### M2 wires, run 1

Scale bar: 50 um.
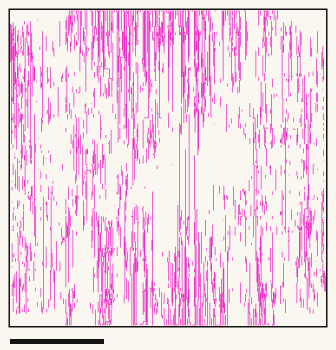
### Wiring by layer, run 1

Scale bar: 50 um. Only two layers are drawn.
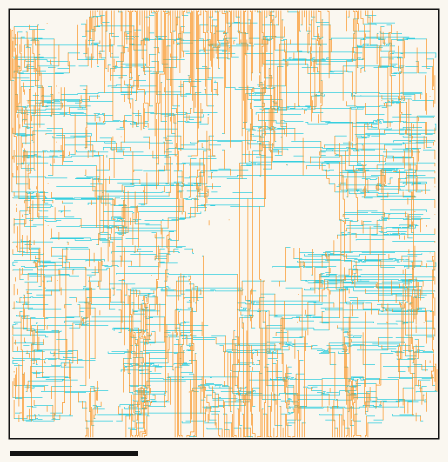
### Signal wires on met3, run 1

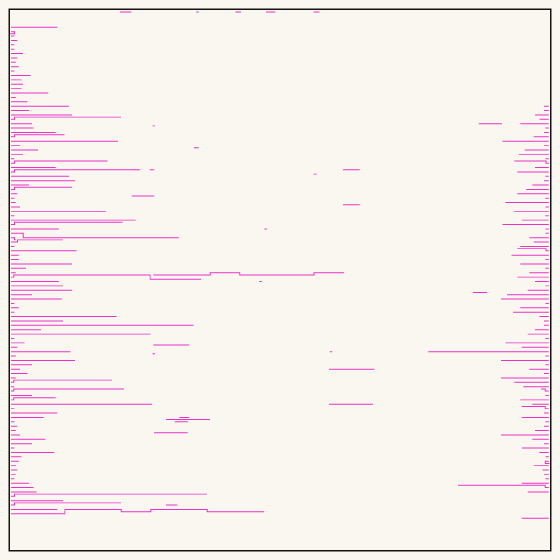
`src/rtl/pipeline_defs.sv`:
```
// Shared pipeline definitions for the decode and execute stages: default widths,
// ALU op-codes and the bundle of one-bit decoded controls.
package pipeline_defs;

  localparam int XLEN_DEFAULT    = 32;
  localparam int ALUOP_W_DEFAULT = 4;
  localparam int REG_IDX_W       = 5;
  localparam int CTRL_W          = 6;

  typedef enum logic [ALUOP_W_DEFAULT-1:0] {
    ALU_ADD = 4'd0,
    ALU_SUB = 4'd1,
    ALU_AND = 4'd2,
    ALU_OR  = 4'd3,
    ALU_XOR = 4'd4,
    ALU_SLT = 4'd5,
    ALU_SLL = 4'd6,
    ALU_SRL = 4'd7,
    ALU_SRA = 4'd8,
    ALU_LUI = 4'd9
  } alu_op_e;

  // Field order matches the bit order used when controls are packed for transport.
  typedef struct packed {
    logic alu_src;
    logic mem_read;
    logic mem_write;
    logic reg_write;
    logic mem_to_reg;
    logic branch;
  } ctrl_t;

  localparam ctrl_t CTRL_NOP = '0;

endpackage

```
`src/rtl/load_use_detect.sv`:
```
// Load-use hazard compare: a load in EX whose destination is read by the
// instruction currently in ID forces a one-cycle bubble.
module load_use_detect
  import pipeline_defs::*;
(
  input  logic                 id_valid,
  input  logic [REG_IDX_W-1:0] id_rs1,
  input  logic [REG_IDX_W-1:0] id_rs2,
  input  logic                 id_uses_rs2,
  input  logic                 ex_valid,
  input  logic                 ex_mem_read,
  input  logic [REG_IDX_W-1:0] ex_rd,
  output logic                 stall
);

  logic load_in_ex;
  logic rs1_hit;
  logic rs2_hit;

  // x0 is never a real destination, so a load to x0 cannot create a hazard.
  assign load_in_ex = ex_valid & ex_mem_read & (ex_rd != '0);
  assign rs1_hit    = (ex_rd == id_rs1);
  assign rs2_hit    = id_uses_rs2 & (ex_rd == id_rs2);
  assign stall      = id_valid & load_in_ex & (rs1_hit | rs2_hit);

endmodule

```
`src/rtl/id_ex_stage.sv`:
```
// ID/EX pipeline register with writeback bypass on the operands, load-use
// stall generation, flush-to-bubble and a saturating stall-cycle counter.
module id_ex_stage
  import pipeline_defs::*;
#(
  parameter int XLEN    = XLEN_DEFAULT,
  parameter int ALUOP_W = ALUOP_W_DEFAULT,
  parameter int CNT_W   = 16
) (
  input  logic                 clk,
  input  logic                 reset,
  input  logic                 id_valid,
  input  logic [XLEN-1:0]      id_pc,
  input  logic [XLEN-1:0]      id_imm,
  input  logic [REG_IDX_W-1:0] id_rs1,
  input  logic [REG_IDX_W-1:0] id_rs2,
  input  logic [REG_IDX_W-1:0] id_rd,
  input  logic                 id_uses_rs2,
  input  logic [XLEN-1:0]      read_data_1,
  input  logic [XLEN-1:0]      read_data_2,
  input  logic [ALUOP_W-1:0]   id_alu_op,
  input  logic                 id_alu_src,
  input  logic                 id_mem_read,
  input  logic                 id_mem_write,
  input  logic                 id_reg_write,
  input  logic                 id_mem_to_reg,
  input  logic                 id_branch,
  input  logic                 wb_reg_write,
  input  logic [REG_IDX_W-1:0] wb_write_reg_num,
  input  logic [XLEN-1:0]      wb_write_data,
  input  logic                 flush,
  output logic                 stall,
  output logic                 ex_valid,
  output logic [XLEN-1:0]      ex_pc,
  output logic [XLEN-1:0]      ex_imm,
  output logic [XLEN-1:0]      ex_op1,
  output logic [XLEN-1:0]      ex_op2,
  output logic [REG_IDX_W-1:0] ex_rs1,
  output logic [REG_IDX_W-1:0] ex_rs2,
  output logic [REG_IDX_W-1:0] ex_rd,
  output logic [ALUOP_W-1:0]   ex_alu_op,
  output logic                 ex_alu_src,
  output logic                 ex_mem_read,
  output logic                 ex_mem_write,
  output logic                 ex_reg_write,
  output logic                 ex_mem_to_reg,
  output logic                 ex_branch,
  output logic [CNT_W-1:0]     stall_count
);

  ctrl_t                id_ctrl;
  ctrl_t                ex_ctrl_q, ex_ctrl_d;
  logic                 ex_valid_q, ex_valid_d;
  logic [XLEN-1:0]      ex_pc_q, ex_pc_d;
  logic [XLEN-1:0]      ex_imm_q, ex_imm_d;
  logic [XLEN-1:0]      ex_op1_q, ex_op1_d;
  logic [XLEN-1:0]      ex_op2_q, ex_op2_d;
  logic [REG_IDX_W-1:0] ex_rs1_q, ex_rs1_d;
  logic [REG_IDX_W-1:0] ex_rs2_q, ex_rs2_d;
  logic [REG_IDX_W-1:0] ex_rd_q, ex_rd_d;
  logic [ALUOP_W-1:0]   ex_alu_op_q, ex_alu_op_d;
  logic [CNT_W-1:0]     stall_count_q, stall_count_d;
  logic [XLEN-1:0]      op1_sel, op2_sel;
  logic                 hazard;

  assign id_ctrl = '{alu_src: id_alu_src, mem_read: id_mem_read, mem_write: id_mem_write,
                     reg_write: id_reg_write, mem_to_reg: id_mem_to_reg, branch: id_branch};

  load_use_detect u_load_use_detect (
    .id_valid    (id_valid),
    .id_rs1      (id_rs1),
    .id_rs2      (id_rs2),
    .id_uses_rs2 (id_uses_rs2),
    .ex_valid    (ex_valid_q),
    .ex_mem_read (ex_ctrl_q.mem_read),
    .ex_rd       (ex_rd_q),
    .stall       (hazard)
  );

  // A same-cycle writeback is not yet visible in read_data, so it is forwarded here.
  always_comb begin
    op1_sel = read_data_1;
    op2_sel = read_data_2;
    if (id_rs1 == '0) begin
      op1_sel = '0;
    end else if (wb_reg_write && (wb_write_reg_num == id_rs1)) begin
      op1_sel = wb_write_data;
    end
    if (id_rs2 == '0) begin
      op2_sel = '0;
    end else if (wb_reg_write && (wb_write_reg_num == id_rs2)) begin
      op2_sel = wb_write_data;
    end
  end

  always_comb begin
    ex_valid_d    = ex_valid_q;
    ex_pc_d       = ex_pc_q;
    ex_imm_d      = ex_imm_q;
    ex_op1_d      = ex_op1_q;
    ex_op2_d      = ex_op2_q;
    ex_rs1_d      = ex_rs1_q;
    ex_rs2_d      = ex_rs2_q;
    ex_rd_d       = ex_rd_q;
    ex_alu_op_d   = ex_alu_op_q;
    ex_ctrl_d     = ex_ctrl_q;
    stall_count_d = stall_count_q;
    // Bubble keeps the data fields; only validity and controls are killed.
    if (flush || hazard) begin
      ex_valid_d  = 1'b0;
      ex_ctrl_d   = CTRL_NOP;
      ex_alu_op_d = '0;
    end else begin
      ex_valid_d  = id_valid;
      ex_pc_d     = id_pc;
      ex_imm_d    = id_imm;
      ex_op1_d    = op1_sel;
      ex_op2_d    = op2_sel;
      ex_rs1_d    = id_rs1;
      ex_rs2_d    = id_rs2;
      ex_rd_d     = id_rd;
      ex_ctrl_d   = id_valid ? id_ctrl : CTRL_NOP;
      ex_alu_op_d = id_valid ? id_alu_op : '0;
    end
    if (hazard && (stall_count_q != '1)) begin
      stall_count_d = stall_count_q + CNT_W'(1);
    end
  end

  always_ff @(posedge clk or negedge reset) begin
    if (!reset) begin
      ex_valid_q    <= 1'b0;
      ex_pc_q       <= '0;
      ex_imm_q      <= '0;
      ex_op1_q      <= '0;
      ex_op2_q      <= '0;
      ex_rs1_q      <= '0;
      ex_rs2_q      <= '0;
      ex_rd_q       <= '0;
      ex_alu_op_q   <= '0;
      ex_ctrl_q     <= CTRL_NOP;
      stall_count_q <= '0;
    end else begin
      ex_valid_q    <= ex_valid_d;
      ex_pc_q       <= ex_pc_d;
      ex_imm_q      <= ex_imm_d;
      ex_op1_q      <= ex_op1_d;
      ex_op2_q      <= ex_op2_d;
      ex_rs1_q      <= ex_rs1_d;
      ex_rs2_q      <= ex_rs2_d;
      ex_rd_q       <= ex_rd_d;
      ex_alu_op_q   <= ex_alu_op_d;
      ex_ctrl_q     <= ex_ctrl_d;
      stall_count_q <= stall_count_d;
    end
  end

  assign stall         = hazard;
  assign ex_valid      = ex_valid_q;
  assign ex_pc         = ex_pc_q;
  assign ex_imm        = ex_imm_q;
  assign ex_op1        = ex_op1_q;
  assign ex_op2        = ex_op2_q;
  assign ex_rs1        = ex_rs1_q;
  assign ex_rs2        = ex_rs2_q;
  assign ex_rd         = ex_rd_q;
  assign ex_alu_op     = ex_alu_op_q;
  assign ex_alu_src    = ex_ctrl_q.alu_src;
  assign ex_mem_read   = ex_ctrl_q.mem_read;
  assign ex_mem_write  = ex_ctrl_q.mem_write;
  assign ex_reg_write  = ex_ctrl_q.reg_write;
  assign ex_mem_to_reg = ex_ctrl_q.mem_to_reg;
  assign ex_branch     = ex_ctrl_q.branch;
  assign stall_count   = stall_count_q;

endmodule

```
`config.mk`:
```
export PLATFORM = sky130hd
export DESIGN_NAME = id_ex_stage
export DESIGN_NICKNAME = d
export VERILOG_FILES = /design/src/rtl/pipeline_defs.sv /design/src/rtl/load_use_detect.sv /design/src/rtl/id_ex_stage.sv
export SDC_FILE = /design/constraint.sdc
export NUM_CORES = 1
export LEC_CHECK = 0
export CAP_MARGIN = 20
export CELL_PAD_IN_SITES_DETAIL_PLACEMENT = 0
export CELL_PAD_IN_SITES_GLOBAL_PLACEMENT = 2
export CORE_UTILIZATION = 27
export DETAILED_ROUTE_END_ITERATION = 12
export HOLD_SLACK_MARGIN = 0.15
export PLACE_DENSITY_LB_ADDON = 0.1
export SYNTH_ARGS = -nofsm -noshare
export SYNTH_HDL_FRONTEND = slang
export SYNTH_SLANG_ARGS = --single-unit
```
`constraint.sdc`:
```
create_clock -name clk -period 3.3 [get_ports clk]
set_input_delay 0.66 -clock clk [delete_from_list [all_inputs] [get_ports clk]]
set_output_delay 0.66 -clock clk [all_outputs]
set_load 0.005 [all_outputs]
```
==> changes_impl.md, run 1 <==
### Changed

- Result of the run: finished clean
- Distinct lib cells used: 28
- Count leader, synth: sky130_fd_sc_hd__dfrtp_1
- Total number of nets in the final design: 1,142
- Port buffer count: 366
- Highest clock frequency the design can meet: 315.4 MHz
- First-pass iteration count of the detailed router: 4
- Final routed wirelength across all metal layers: 24.33 mm
- Biggest fanout along the worst timing path: 2
- Multiplexer share of the synthesized area: 20.99%
- Initial standard-cell utilization of the core: 27.45%
- Logic area: 0.002979 sq mm
- Xor-xnor portion of the synthesized cell area: 3.907%
- Post-synthesis cell type with the largest combined area: sky130_fd_sc_hd__dfrtp_1
- Clock Tree Buf Depth: 2
- CORE AREA: 0.02695 sq mm
- Maximum capacitance violations: 0
- Multi-input gates: 367
- Chip height: 167.5 um
- Worst-path clk slew: 0.07 ns
- Post-route worst hold slack: 0.4783 ns
- Root Buffer Master: sky130_fd_sc_hd__clkbuf_16
- Largest type area fraction: 57.50%
-- 'M2 wires' (at the start) --
The wires run mostly vertical. The layer carries 12,200 um of wire. The layer holds 50% of the routed length. The longest straight run is 75.1 um. 1,005 nets have wire on it.

-- 'Wiring by layer' (at the start) --
Key: met2 = orange [wire length 12,200 um]; met1 = cyan [wire length 9,690 um]

-- 'Signal wires on met3' (at the start) --
214 nets have wire on it. The layer holds 8.7% of the routed length. The layer carries 2,110 um of wire. The wires run mostly horizontal.

run 1: path summary, 6_finish.rpt:
kind	start	endpoint	slack [ns]	cells past startpoint
hold / removal	ex_op1[4]	ex_op1[4]	0.48	2
setup / recovery	id_rs2[4]	stall	0.13	6
max in group asynchronous	reset	ex_rd[0]	1.86	3
min in group asynchronous	reset	ex_pc[6]	0.68	2
setup reg to reg	ex_rd[0]	ex_alu_op[1]	0.91	6
hold reg to reg	ex_op1[4]	ex_op1[4]	0.48	2
run 1: layer usage:
metal / wire length [um] / GRT usage (%)
met5: 0 / 0
met3: 2109 / 6.311
met1: 9691 / 20.22
met4: 359 / 5.544
met2: 12170 / 31.03
### Clock nets, run 1

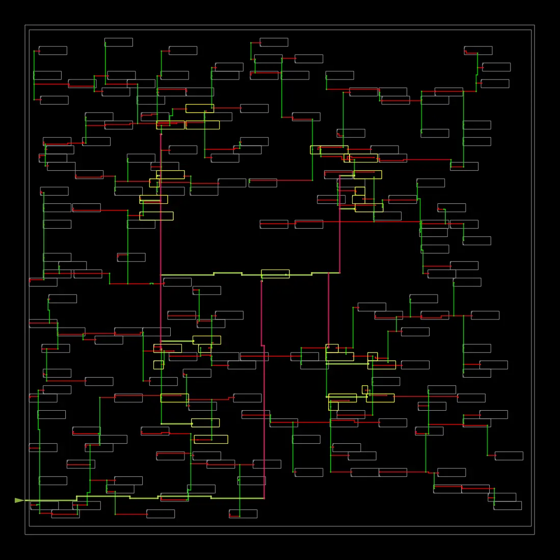

--- run 2 (diff from run 1) ---
==> constraint.sdc (replaced) <==
create_clock -name clk -period 3.3 [get_ports clk]
set_input_delay 0.66 -clock clk [delete_from_list [all_inputs] [get_ports clk]]
set_output_delay 0.66 -clock clk [all_outputs]
set_load 0.05 [all_outputs]
### Clock nets, run 2

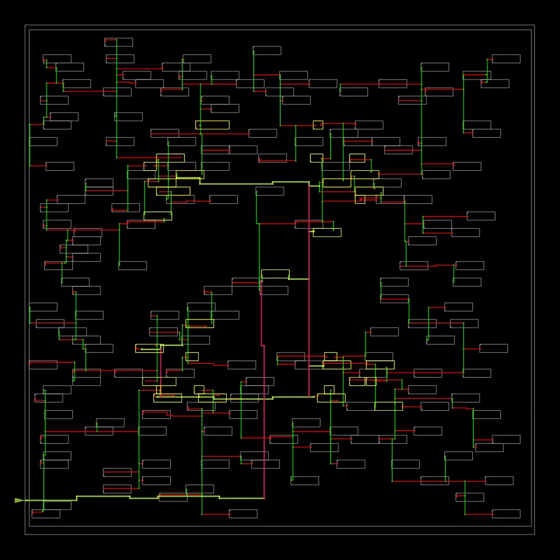
Clock buffer cells: 20
Clock Latency Late Sink: 0.43 ns
clock net sink count: 170
Layout Skew: 0.01439 ns
number of sequential cells in the layout: 170

### Power grid, run 2

Scale bar: 50 um. Pins as bars on the die edge.
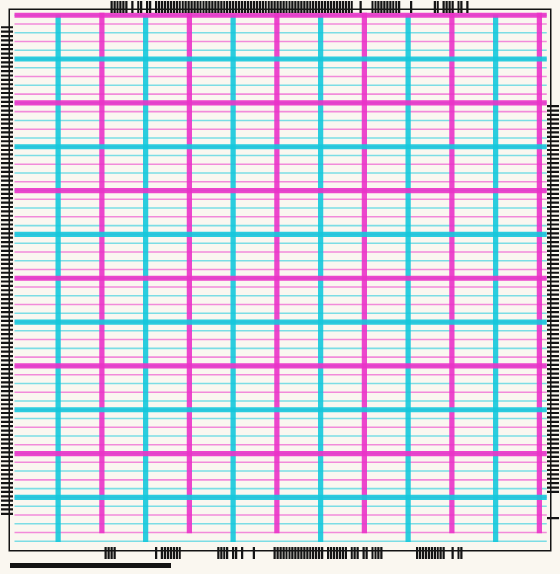
Key: VDD = magenta; VSS = cyan
61 met1 rails follow the rows. 12 straps on met4. 367 signal pins sit on the boundary.

==> changes_impl.md, run 2 <==
### Changed

- Wire length of the first global-routing pass: 37.93 mm
- Highest clock frequency the design can meet: 324.9 MHz
- Reg-to-Reg End: ex_op1[3]
- Post-placement cell count: 1,264
- Distinct lib cells used: 28
- Post-synthesis cell type with the largest combined area: sky130_fd_sc_hd__dfrtp_1
- Worst-path clk slew: 0.07 ns
- Setup total negative slack: 0 ns
- CP cell instances: clkdlybuf4s50_1 > xor2_1 > nor4_1 > a32oi_1 > nor2_1 > buf_12
- Mean instance size in the synthesized netlist: 12.80 sq um
- First-pass iteration count of the detailed router: 4
- Worst hold-check path type: in2async
- Final routed wirelength across all metal layers: 24.62 mm
- Total number of nets in the final design: 1,139
- Worst reg2reg path depth: 6
- Dominant kind of combinational cell: multiplexers
- Port buffer count: 366
- Setup violation total in the final timing report: 0
- Xor-xnor portion of the synthesized cell area: 3.907%
- Initial standard-cell utilization of the core: 27.45%
- CORE AREA: 0.02695 sq mm
- Clock Tree Buf Depth: 2
- Startpoint of the worst setup timing path: id_rs2[4]
- Final Max Slew Viols: 0
- Multiplexer share of the synthesized area: 20.99%
- Chip height: 167.5 um
- Largest type area fraction: 57.50%
- Multi-input gates: 367
- Count leader, synth: sky130_fd_sc_hd__dfrtp_1
- Post-synth tally of flip-flops with integrated enable: 0
- Yosys warning total: 0
- Post-route worst hold slack: 0.1871 ns
- Biggest fanout along the worst timing path: 3
- Required time at the endpoint of the critical path: 2.64 ns
- Root Buffer Master: sky130_fd_sc_hd__clkbuf_16
- Cell count along the critical path: 6
- Setup crit end: stall
- Result of the run: finished clean
- Antenna Cells: 3
- Logic share of the area: 24.32%
- Lkg Pwr: 4.901 nW
- Routability-driven placement congestion ratio: 0.7291
- Global-route total usage across every layer: 17.62%
- Maximum capacitance violations: 0
- Most frequently placed logic cell in the final layout: sky130_fd_sc_hd__clkdlybuf4s50_1
### Signal wires on met3, run 2

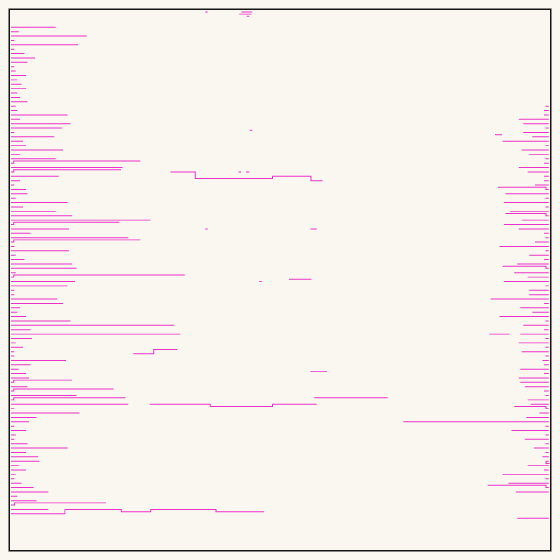
The wires run mostly horizontal. 210 nets have wire on it. The layer carries 2,090 um of wire. The longest straight run is 52.9 um.

==> run 2: cells by family (layout without fill, tap and decap cells) <==
group,count (synthesis),count (layout)
buffers and inverters,41,418
AND-OR/OR-AND,69,69
adder cells (fa/ha/maj),1,1
other,0,3
XOR/XNOR,33,33
flip-flops,170,170
AND/OR/NAND/NOR,119,119
multiplexers,145,145
==> run 2: power breakdown <==
| group | internal, mW | total [mW] | switching (mW) |
|---|---|---|---|
| Clock | 1.26 | 2.18 | 0.914 |
| Sequential | 2.26 | 2.37 | 0.103 |
| Combinational | 0.682 | 1.68 | 0.999 |
==> run 2: layer usage <==
layer / up-vias / global-route usage, % / wire length, um
met5: - / 0 / 0
met4: 0 / 4.906 / 358
met3: 17 / 6.665 / 2090
met2: 226 / 30.16 / 12270
met1: 2954 / 20.50 / 9902
li1: 2804 / - / -
### Wiring by layer, run 2

Scale bar: 50 um. Only two layers are drawn.
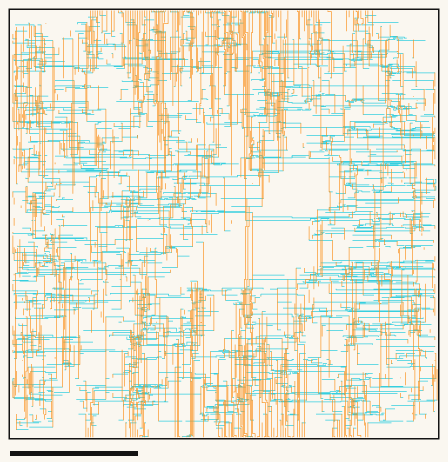

--- run 3 (diff from run 2) ---
--- a/config.mk
+++ b/config.mk
@@ -8,10 +8,11 @@
 export CAP_MARGIN = 20
 export CELL_PAD_IN_SITES_DETAIL_PLACEMENT = 0
 export CELL_PAD_IN_SITES_GLOBAL_PLACEMENT = 2
-export CORE_UTILIZATION = 27
+export CORE_UTILIZATION = 24
 export DETAILED_ROUTE_END_ITERATION = 12
 export HOLD_SLACK_MARGIN = 0.15
 export PLACE_DENSITY_LB_ADDON = 0.1
 export SYNTH_ARGS = -nofsm -noshare
 export SYNTH_HDL_FRONTEND = slang
+export SYNTH_HIERARCHICAL = 1
 export SYNTH_SLANG_ARGS = --single-unit
==> constraint.sdc (replaced) <==
create_clock -name clk -period 3.25 [get_ports clk]
set_input_delay 0.65 -clock clk [delete_from_list [all_inputs] [get_ports clk]]
set_output_delay 0.65 -clock clk [all_outputs]
set_load 0.05 [all_outputs]
### Wiring by layer, run 3

Scale bar: 50 um. Only two layers are drawn.
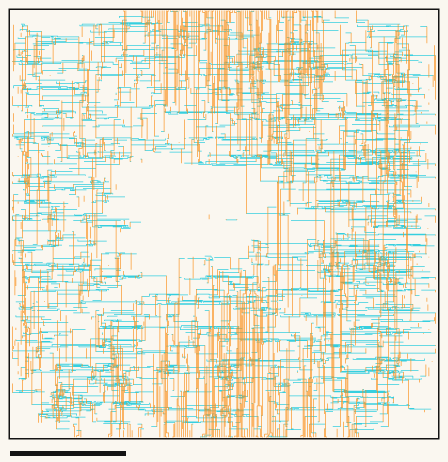
Key: met1 = cyan [wire length 12,900 um]; met2 = orange [wire length 13,900 um]

### Power grid, run 3

Scale bar: 50 um. Pins as bars on the die edge.
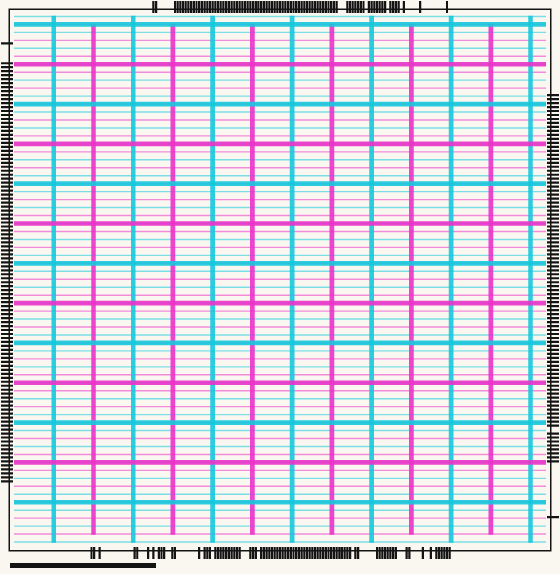
Key: VDD = magenta; VSS = cyan
367 signal pins sit on the boundary. 13 straps on met4. 67 met1 rails follow the rows.

==> changes_impl.md, run 3 <==
### Changed

- Initial standard-cell utilization of the core: 24.49%
- Proportion of power drawn by combinational gates: 28.0%
- Final routed wirelength across all metal layers: 30.24 mm
- CP cell instances: or4_1 > o2111ai_1 > a21oi_2 > or2_4 > a21oi_4 > buf_12 > nand4_1 > o211ai_2
- Setup crit end: ex_op1[6]
- Root Buffer Master: sky130_fd_sc_hd__clkbuf_16
- Logic power comb: 1.77 mW
- Clock Latency Late Sink: 0.44 ns
- Multi-input gates: 595
- Power drawn by the sequential cells: 2.39 mW
- Internal power summed over all cells: 4.189 mW
- Result of the run: finished clean
- Post-placement cell count: 1,614
- Clock network fraction of design power: 34.3%
- Top power consumer group: registers
- Reg-to-Reg End: ex_op1[6]
- Final Max Slew Viols: 0
- Chip height: 184.4 um
- Worst hold-check path type: reg2reg
- Post-route worst hold slack: 0.4717 ns
- Logic share of the area: 26.15%
- Worst r2r src: ex_rd[3]
- Largest type area fraction: 53.25%
- Worst-case register-to-register setup slack: 0.28 ns
- Layout Skew: 0.007113 ns
- Switching Fraction: 33.84%
- Total number of nets in the final design: 1,389
- Endpoint, Worst Hold: ex_rs1[4]
- Setup total negative slack: 0 ns
- Global-route total usage across every layer: 18.07%
- Required time at the endpoint of the critical path: 3.62 ns
- Yosys warning total: 6
- Post-synthesis cell type with the largest combined area: sky130_fd_sc_hd__dfrtp_1
- Logic area: 0.003366 sq mm
- Net switching power of the design: 2.143 mW
- Setup violation total in the final timing report: 0
- Beginning of the worst hold path: ex_rs1[4]
- Count leader, synth: sky130_fd_sc_hd__nand2_1
- Clock Tree Buf Depth: 2
- Worst reg2reg path depth: 8
### M2 wires, run 3

Scale bar: 50 um.
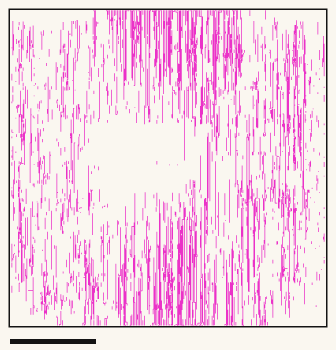
The layer holds 46% of the routed length. The wires run mostly vertical. The layer carries 13,900 um of wire. The longest straight run is 73.6 um.

## run 3: netlist changes by cell type after synthesis, moves of 60 or more
cell | previous run | this run
sky130_fd_sc_hd__nand4_1 | 4 | 68
sky130_fd_sc_hd__o211ai_2 | 0 | 60
sky130_fd_sc_hd__nand2_1 | 71 | 362
sky130_fd_sc_hd__o31ai_1 | 64 | 0
sky130_fd_sc_hd__mux2_2 | 74 | 0
sky130_fd_sc_hd__mux2i_1 | 64 | 0
## run 3: layer usage
metal	vias to the layer above	routed length, um	track usage [%]
met2	249	13890	28.21
met3	25	2924	7.232
met5	-	0	0
li1	3538	-	-
met4	0	541	6.667
met1	3384	12880	22.29
## run 3: timing repair
item | CTS | global route
resized | 0 | 0
hold buffers | 1 | 0
hold endpoints to repair | 7 | 0
Power figures rest on the tool's default switching activity, not on a simulated workload.
